[config.mk]
export PLATFORM = sky130hd
export DESIGN_NAME = down_cnt_timer
export DESIGN_NICKNAME = d
export VERILOG_FILES = /design/src/rtl/down_cnt_timer.sv
export SDC_FILE = /design/constraint.sdc
export NUM_CORES = 1
export LEC_CHECK = 0
export CAP_MARGIN = 20
export CORE_AREA = 4 4 41 43
export CTS_BUF_LIST = sky130_fd_sc_hd__clkbuf_2
export DETAILED_ROUTE_END_ITERATION = 10
export DIE_AREA = 0 0 45 47
export PLACE_DENSITY = 0.81
export SLEW_MARGIN = 20
export SYNTH_ARGS = -nofsm -noshare
export SYNTH_HDL_FRONTEND = slang
export SYNTH_SLANG_ARGS = --single-unit
[constraint.sdc]
create_clock -name clk -period 4.25 [get_ports clk]
set_input_delay 0.85 -clock clk [delete_from_list [all_inputs] [get_ports clk]]
set_output_delay 0.85 -clock clk [all_outputs]
set_load 0.005 [all_outputs]
[src/rtl/down_cnt_timer.sv]
// Loadable down-counter with a clock-enable prescaler; cnt/tc registered, one decrement per DIV enabled cycles.
// No backpressure: load always wins, en low freezes counter and prescaler in place.
module down_cnt_timer #(
  parameter int unsigned DIV = 4,
  parameter int unsigned W   = 4
) (
  input  logic         clk,
  input  logic         rst,
  input  logic         load,
  input  logic [W-1:0] load_val,
  input  logic         en,
  input  logic         mode,
  output logic [W-1:0] cnt,
  output logic         tc,
  output logic         busy,
  output logic         done
);

  localparam int unsigned PW = (DIV > 1) ? $clog2(DIV) : 1;
  localparam logic [PW-1:0] PS_MAX = PW'(DIV - 1);

  typedef enum logic [1:0] {
    S_IDLE = 2'd0,
    S_RUN  = 2'd1,
    S_DONE = 2'd2
  } state_t;

  state_t        state, state_nxt;
  logic [W-1:0]  cnt_nxt, reload, reload_nxt;
  logic [PW-1:0] prescaler, prescaler_nxt;
  logic          tc_nxt;
  logic          tick;

  assign tick = (state == S_RUN) && en && (prescaler == PS_MAX);
  assign busy = (state == S_RUN);
  assign done = (state == S_DONE);

  always_ff @(posedge clk) begin
    if (!rst) begin
      state     <= S_IDLE;
      cnt       <= '0;
      reload    <= '0;
      prescaler <= '0;
      tc        <= 1'b0;
    end else begin
      state     <= state_nxt;
      cnt       <= cnt_nxt;
      reload    <= reload_nxt;
      prescaler <= prescaler_nxt;
      tc        <= tc_nxt;
    end
  end

  always_comb begin
    state_nxt     = state;
    cnt_nxt       = cnt;
    reload_nxt    = reload;
    prescaler_nxt = prescaler;
    tc_nxt        = 1'b0;
    if (load) begin
      cnt_nxt       = load_val;
      reload_nxt    = load_val;
      prescaler_nxt = '0;
      state_nxt     = (load_val != '0) ? S_RUN : S_IDLE;
    end else begin
      case (state)
        S_IDLE: prescaler_nxt = '0;
        S_RUN: begin
          if (tick) begin
            prescaler_nxt = '0;
            if (cnt > W'(1)) begin
              cnt_nxt = cnt - W'(1);
            end else begin
              // Terminal tick: mode is only looked at here
              tc_nxt = 1'b1;
              if (mode) begin
                cnt_nxt = reload;
              end else begin
                cnt_nxt   = '0;
                state_nxt = S_DONE;
              end
            end
          end else if (en) begin
            prescaler_nxt = prescaler + PW'(1);
          end
        end
        S_DONE: cnt_nxt = '0;
        default: begin
          state_nxt     = S_IDLE;
          prescaler_nxt = '0;
        end
      endcase
    end
  end

endmodule

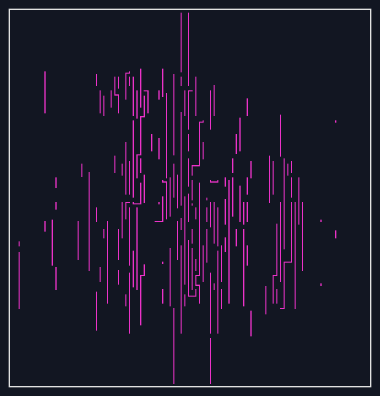
**Above:** run 1 (metal 2).
Drawn at 8 px/µm.
share of all routed wire: 44%
nets with wire on the layer: 95
longest straight run: 15.3 µm
main direction: vertical
wire length on this layer: 620 µm
met2 global-route usage: 25.4%
via count: 659
final WL: 1420 µm

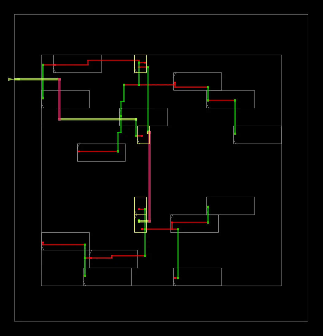
**Above:** run 1 (clock routing).
clock buffer count: 4
num sequential: 13
Worst-Skew Late Latency: 0.27 ns
CTS Buf Count: 3
clock skew: 0.00781 ns

==> summary.txt, run 1 <==
yosys + openroad results -> # port buffers 15, post-CTS setup buffer count 0, Syn. warnings 0, Layout Utilization 65.3%, worst r2r src cnt[0]$_SDFFE_PN0P_, post-synth net total 94, fin crit share 53.7%, Max Slew Vio Count 0, PostCTS Resize Cnt 0, Fin Setup TNS 0 ns, hold_sp reload[0]$_SDFFE_PN0P_, largest net degree at the start of global routing 11, post-synthesis cell type with the largest instance count dfxtp_1, vias in the first global route 604, data arrival time of the critical path 1.43 ns, Post-DRT Antenna Nets 0, CP startpoint kind flip-flop, Hold Path Depth 2, Pleak 0.344 nW, main flop type dfxtp_1, ratio of cells with drive above 1 in the final layout 7.07%, Clock-cell share 2.36%, worst reg2reg path endpoint cnt[3]$_SDFFE_PN0P_, top post-synthesis cells by area dfxtp_1, ha_1, nand2_1, Comb area 374 µm², 1st-pass router iterations 4, row cnt 13, Post-CTS Hold Fix Bufs 0, r2r setup slk 2.51 ns, final instance area 850 µm², die y size 47 µm, CP peak stage delay 0.52 ns, critical path class reg -> out, fillers 126, WHS Endpoint reload[0]$_SDFFE_PN0P_, Max-area cell share 38.8%, Comb area share 44.0%, clk buf depth 2, crit path from state[0]$_SDFFE_PN0P_, Final HPWL DP 1110 µm, initial antenna violation count 0, top cell category multi-input combinational cells, required time worst endpoint 3.40 ns, first-pass GRT wire length 2560 µm, Sink Count 13, worst vdd ir 176 µV, synthesis-stage register bit count 13, Placer Congestion 0.810, status finished clean, CORE AREA 1300 µm², Tot Pwr 0.248 mW, Final #Nets 112, hold slack 0.468 ns, n_diodes 0, TritonCTS clock tree done, initial DRC count 12, number of cells in Yosys stat 82, Final WS setup 1.97 ns, DR DRC count 0, total track usage 16.2%, pre-CTS setup slack 2.01 ns, crit path max-delay cell type clkdlybuf4s50_1, buffers outside the clock class 15, Signal inverters 7, chip area 2120 µm², #MultiIn Comb 60, setup violators final 0, RSZ-0062 raised after global routing false, tool warnings 27, cell type with the largest total area dfxtp_1, Crit path depth 3, clock transition at the registers of the reported paths 0.13 ns, grt ovf 0, Worst Path Buf+Inv 2, Worst setup EP type output pin, depth of the CTS H-tree 1, ys async rst share 0%, Yosys chip area 671 µm², die width 45 µm, crit-path max FO 4, Post-DP Area 830 µm², CP cell instances nand2b_1, inv_1, clkdlybuf4s50_1, minimum clock period after layout 2.28 ns, Post-synth top cells dfxtp_1, nand2_1, nor2_1, post-synth cell types 26, Cells after DPL 110, Vias/cell 5.78, Root Buffer clkbuf_2, synthesized area per cell 8.18 µm², Worst R2R Path Depth 6, Hold Fails Final Rpt 0, Synth Seq Share 38.8%, critical path's top delay family buffers and inverters, fp_density 51.5%, Tapcells 15, Syn Inst Count 82, Worst Hold Class reg -> reg, Worst Max-Slew Pin Slew 0.403 ns, Power Density 292 nW/µm², Peak Freq 438 MHz, final std cells w/o fill 114, P&R area growth vs syn 26.7%, drt wl/cell 12.4 µm, Mapped Area 671 µm², max cap viols 0, NonClk Buf Share 17.7%, CP endpoint done, Seq area share 30.6%, Register Area 260 µm², Post-synth EDFFs 0, Ports 16, Slew headroom 73.0%
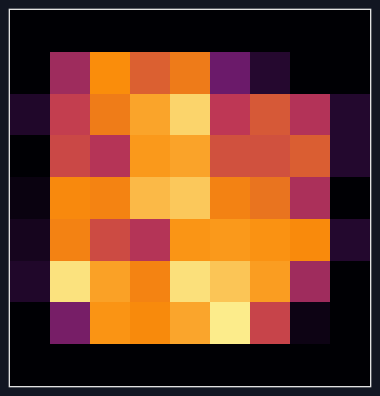
**Above:** run 1 (local utilization).
Drawn at 8 px/µm. 9 x 9 tiles, from black (low) to pale yellow (high), 0 to 100% covered.
mean over tiles: 39%
densest ninth of the die: middle
nearly empty tiles: 32%

[run 1: worst register-to-register path: stages (launching register included)]
cell and delay [ns]:
dfxtp_1 0.47, inv_1 0.07, ha_1 0.22, or2_0 0.34, a31o_2 0.29, a31oi_1 0.15, a31oi_1 0.09
[run 1: cells in the final DEF, fill, tap and decap left out, drive strengths merged, types with 2 or more instances in the layout]
cell | synthesis | final
a21boi | 4 | 4
a21oi | 3 | 3
a31oi | 4 | 4
a32oi | 2 | 2
and4 | 2 | 2
clkbuf | 0 | 4
clkdlybuf4s50 | 0 | 15
dfxtp | 13 | 13
ha | 3 | 3
inv | 7 | 7
nand2 | 10 | 10
nand2b | 3 | 3
nor2 | 8 | 8
nor3 | 2 | 2
o21ai | 6 | 6
o31ai | 2 | 2
[run 1: cells by family (layout without fill, tap and decap cells)]
group	Yosys count	after routing	synth area share (%)
AND/OR/NAND/NOR	31	31	24.1
flip-flops	13	13	38.8
AND-OR/OR-AND	26	26	26.1
adder cells (fa/ha/maj)	3	3	5.60
buffers and inverters	9	26	5.41
[run 1: per-layer routing]
metal	part of all wire [%]	track usage [%]	up-vias	wire length [µm]
met1	49	22.0	307	699
met4	1.3	7.02	0	19
met2	44	25.4	18	619
met3	5.6	2.68	4	80
li1	-	-	330	-
met5	0	0	-	0
[run 1: power by group]
part / total [mW] / leakage, nW / internal, mW / switching (mW)
Combinational: 0.0492 / 0.221 / 0.0252 / 0.0240
Sequential: 0.134 / 0.107 / 0.128 / 0.00590
Clock: 0.0652 / 0.0166 / 0.0250 / 0.0402
[run 1: state kept, by name (all words and copies together) (netlist names)]
register,count
prescaler,2
reload,4
cnt,4
state,2
tc,1
--- run 2 (diff from run 1) ---
--- a/config.mk
+++ b/config.mk
@@ -6,11 +6,11 @@
 export NUM_CORES = 1
 export LEC_CHECK = 0
 export CAP_MARGIN = 20
-export CORE_AREA = 4 4 41 43
+export CORE_MARGIN = 4
+export CORE_UTILIZATION = 50
 export CTS_BUF_LIST = sky130_fd_sc_hd__clkbuf_2
 export DETAILED_ROUTE_END_ITERATION = 10
-export DIE_AREA = 0 0 45 47
-export PLACE_DENSITY = 0.81
+export PLACE_DENSITY = 0.8
 export SLEW_MARGIN = 20
 export SYNTH_ARGS = -nofsm -noshare
 export SYNTH_HDL_FRONTEND = slang
==> constraint.sdc (replaced) <==
create_clock -name clk -period 2.2 [get_ports clk]
set_input_delay 0.44 -clock clk [delete_from_list [all_inputs] [get_ports clk]]
set_output_delay 0.44 -clock clk [all_outputs]
set_load 0.005 [all_outputs]
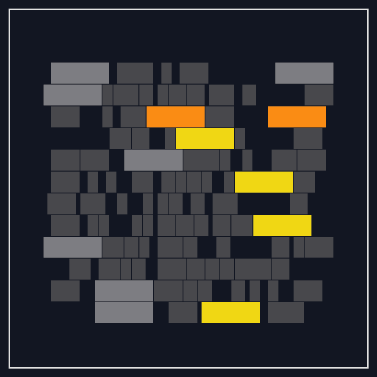
**Above:** run 2 (where the registers sit).
Drawn at 8 px/µm.
legend:
  cnt:
    colour: yellow
    placed_flops: 4
  state:
    colour: orange
    placed_flops: 2
not coloured: 7

==> run 2 against run 1 <==
  * Count of clock-buffer cells in the layout stayed put
  * Register-to-register slack worse by 2.1 ns
  * Synthesized cell count stayed put
  * Final cell count is 0.88% lower
  * Largest power group unchanged
  * Routed wire length is 5.8% higher
==> summary.txt, run 2 <==
yosys + openroad results -> status finished clean, clock transition at the registers of the reported paths 0.14 ns (about the same), post-synthesis cell type with the largest instance count dfxtp_1, crit path from state[0]$_SDFFE_PN0P_, Post-DP Area 828 µm² (-0.15%), Post-synth EDFFs 0 (unchanged), Peak Freq 528 MHz, Worst setup EP type output pin, Ports 16 (unchanged), pre-CTS setup slack 0.360 ns (-1.65 ns), CP peak stage delay 0.52 ns (about the same), WHS Endpoint reload[2]$_SDFFE_PN0P_, Root Buffer clkbuf_2, Max Slew Vio Count 0 (unchanged), final WL 1500 µm (+5.8%), Cells after DPL 109 (-0.91%), RSZ-0062 raised after global routing false, n_diodes 0 (unchanged), CP endpoint done, grt ovf 0 (unchanged), Final WS setup 0.306 ns (-1.66 ns), Final HPWL DP 1120 µm (+0.84%), CORE AREA 1190 µm² (-8.8%), worst r2r src cnt[0]$_SDFFE_PN0P_, DR DRC count 0 (unchanged), Vias/cell 5.85 (+1.2%), Tot Pwr 0.484 mW (+95%), biggest registers after layout cnt: 4 flops, reload: 4 flops, initial antenna violation count 0 (unchanged), CP cell instances nand2b_1, inv_1, clkdlybuf4s50_1, crit path max-delay cell type clkdlybuf4s50_1, data arrival time of the critical path 1.45 ns (+0.02 ns), chip area 1990 µm² (-5.8%), synthesized area per cell 8.18 µm² (unchanged), number of cells in Yosys stat 82 (unchanged), max cap viols 0 (unchanged), Syn. warnings 0 (unchanged), synthesis-stage register bit count 13 (unchanged), initial DRC count 18 (+6), total track usage 16.6% (+0.34 points), fp_density 56.5% (+5.0 points), Hold Fails Final Rpt 0 (unchanged), post-synth net total 94 (unchanged), CP startpoint kind flip-flop, Worst Hold Class reg -> reg, hold_sp reload[2]$_SDFFE_PN0P_, depth of the CTS H-tree 1 (unchanged), Slew headroom 72.5% (-0.56 points), required time worst endpoint 1.76 ns (-1.64 ns), # port buffers 15 (unchanged), vias in the first global route 584 (-3.3%), Hold Path Depth 2 (unchanged), post-CTS setup buffer count 0 (unchanged), final instance area 848 µm² (-0.15%), Pleak 0.344 nW (unchanged), clk buf depth 2 (unchanged), drt wl/cell 13.3 µm (+6.7%), die y size 44.6 µm (-5.1%), 1st-pass router iterations 4 (unchanged), setup violators final 0 (unchanged), post-synth cell types 26 (unchanged), main flop type dfxtp_1, Worst R2R Path Depth 6 (unchanged)
## run 2: cell counts in the layout (fill, tap and decap cells not counted)
No cell type changed its count.
## run 2: per-layer routing
| layer | global-route usage (%) | share of wire [%] | wire [µm] |
|---|---|---|---|
| met5 | 0 | 0 | 0 |
| met4 | 4.22 | 0.93 | 14 |
| met3 | 3.66 | 10 | 150 |
| met2 | 23.2 | 41 | 620 |
| met1 | 25.1 | 48 | 716 |
## run 2: worst max-delay path: cells and delay by family (launching register included)
kind                   cells  cell delay, ns
and+or+nand+nor            1            0.18
DFF                        1            0.34
buffers and inverters      2            0.66
## run 2: kinds of logic (layout without fill, tap and decap cells)
kind of cell / count (synthesis) / in the layout / share of synthesized area (%)
adder cells (fa/ha/maj): 3 / 3 / 5.60
buffers and inverters: 9 / 26 / 5.41
AND-OR/OR-AND: 26 / 26 / 26.1
flip-flops: 13 / 13 / 38.8
AND/OR/NAND/NOR: 31 / 31 / 24.1
## run 2: layout make-up
| cell class | count | area (µm²) |
|---|---|---|
| clock buffer | 4 | 20.0 |
| fill | 101 | 338 |
| inverter | 7 | 26.3 |
| multi-input combinational | 60 | 374 |
| sequential | 13 | 260 |
| tap | 14 | 17.5 |
| timing repair buffer | 15 | 150 |
## run 2: power by group
part / internal (mW) / total [mW] / switching, mW
sequential: 0.247 / 0.258 / 0.0113
combinational: 0.0486 / 0.0950 / 0.0464
clock: 0.0482 / 0.131 / 0.0825
total: 0.344 / 0.484 / 0.140
Power is estimated from default activity; no workload was simulated.
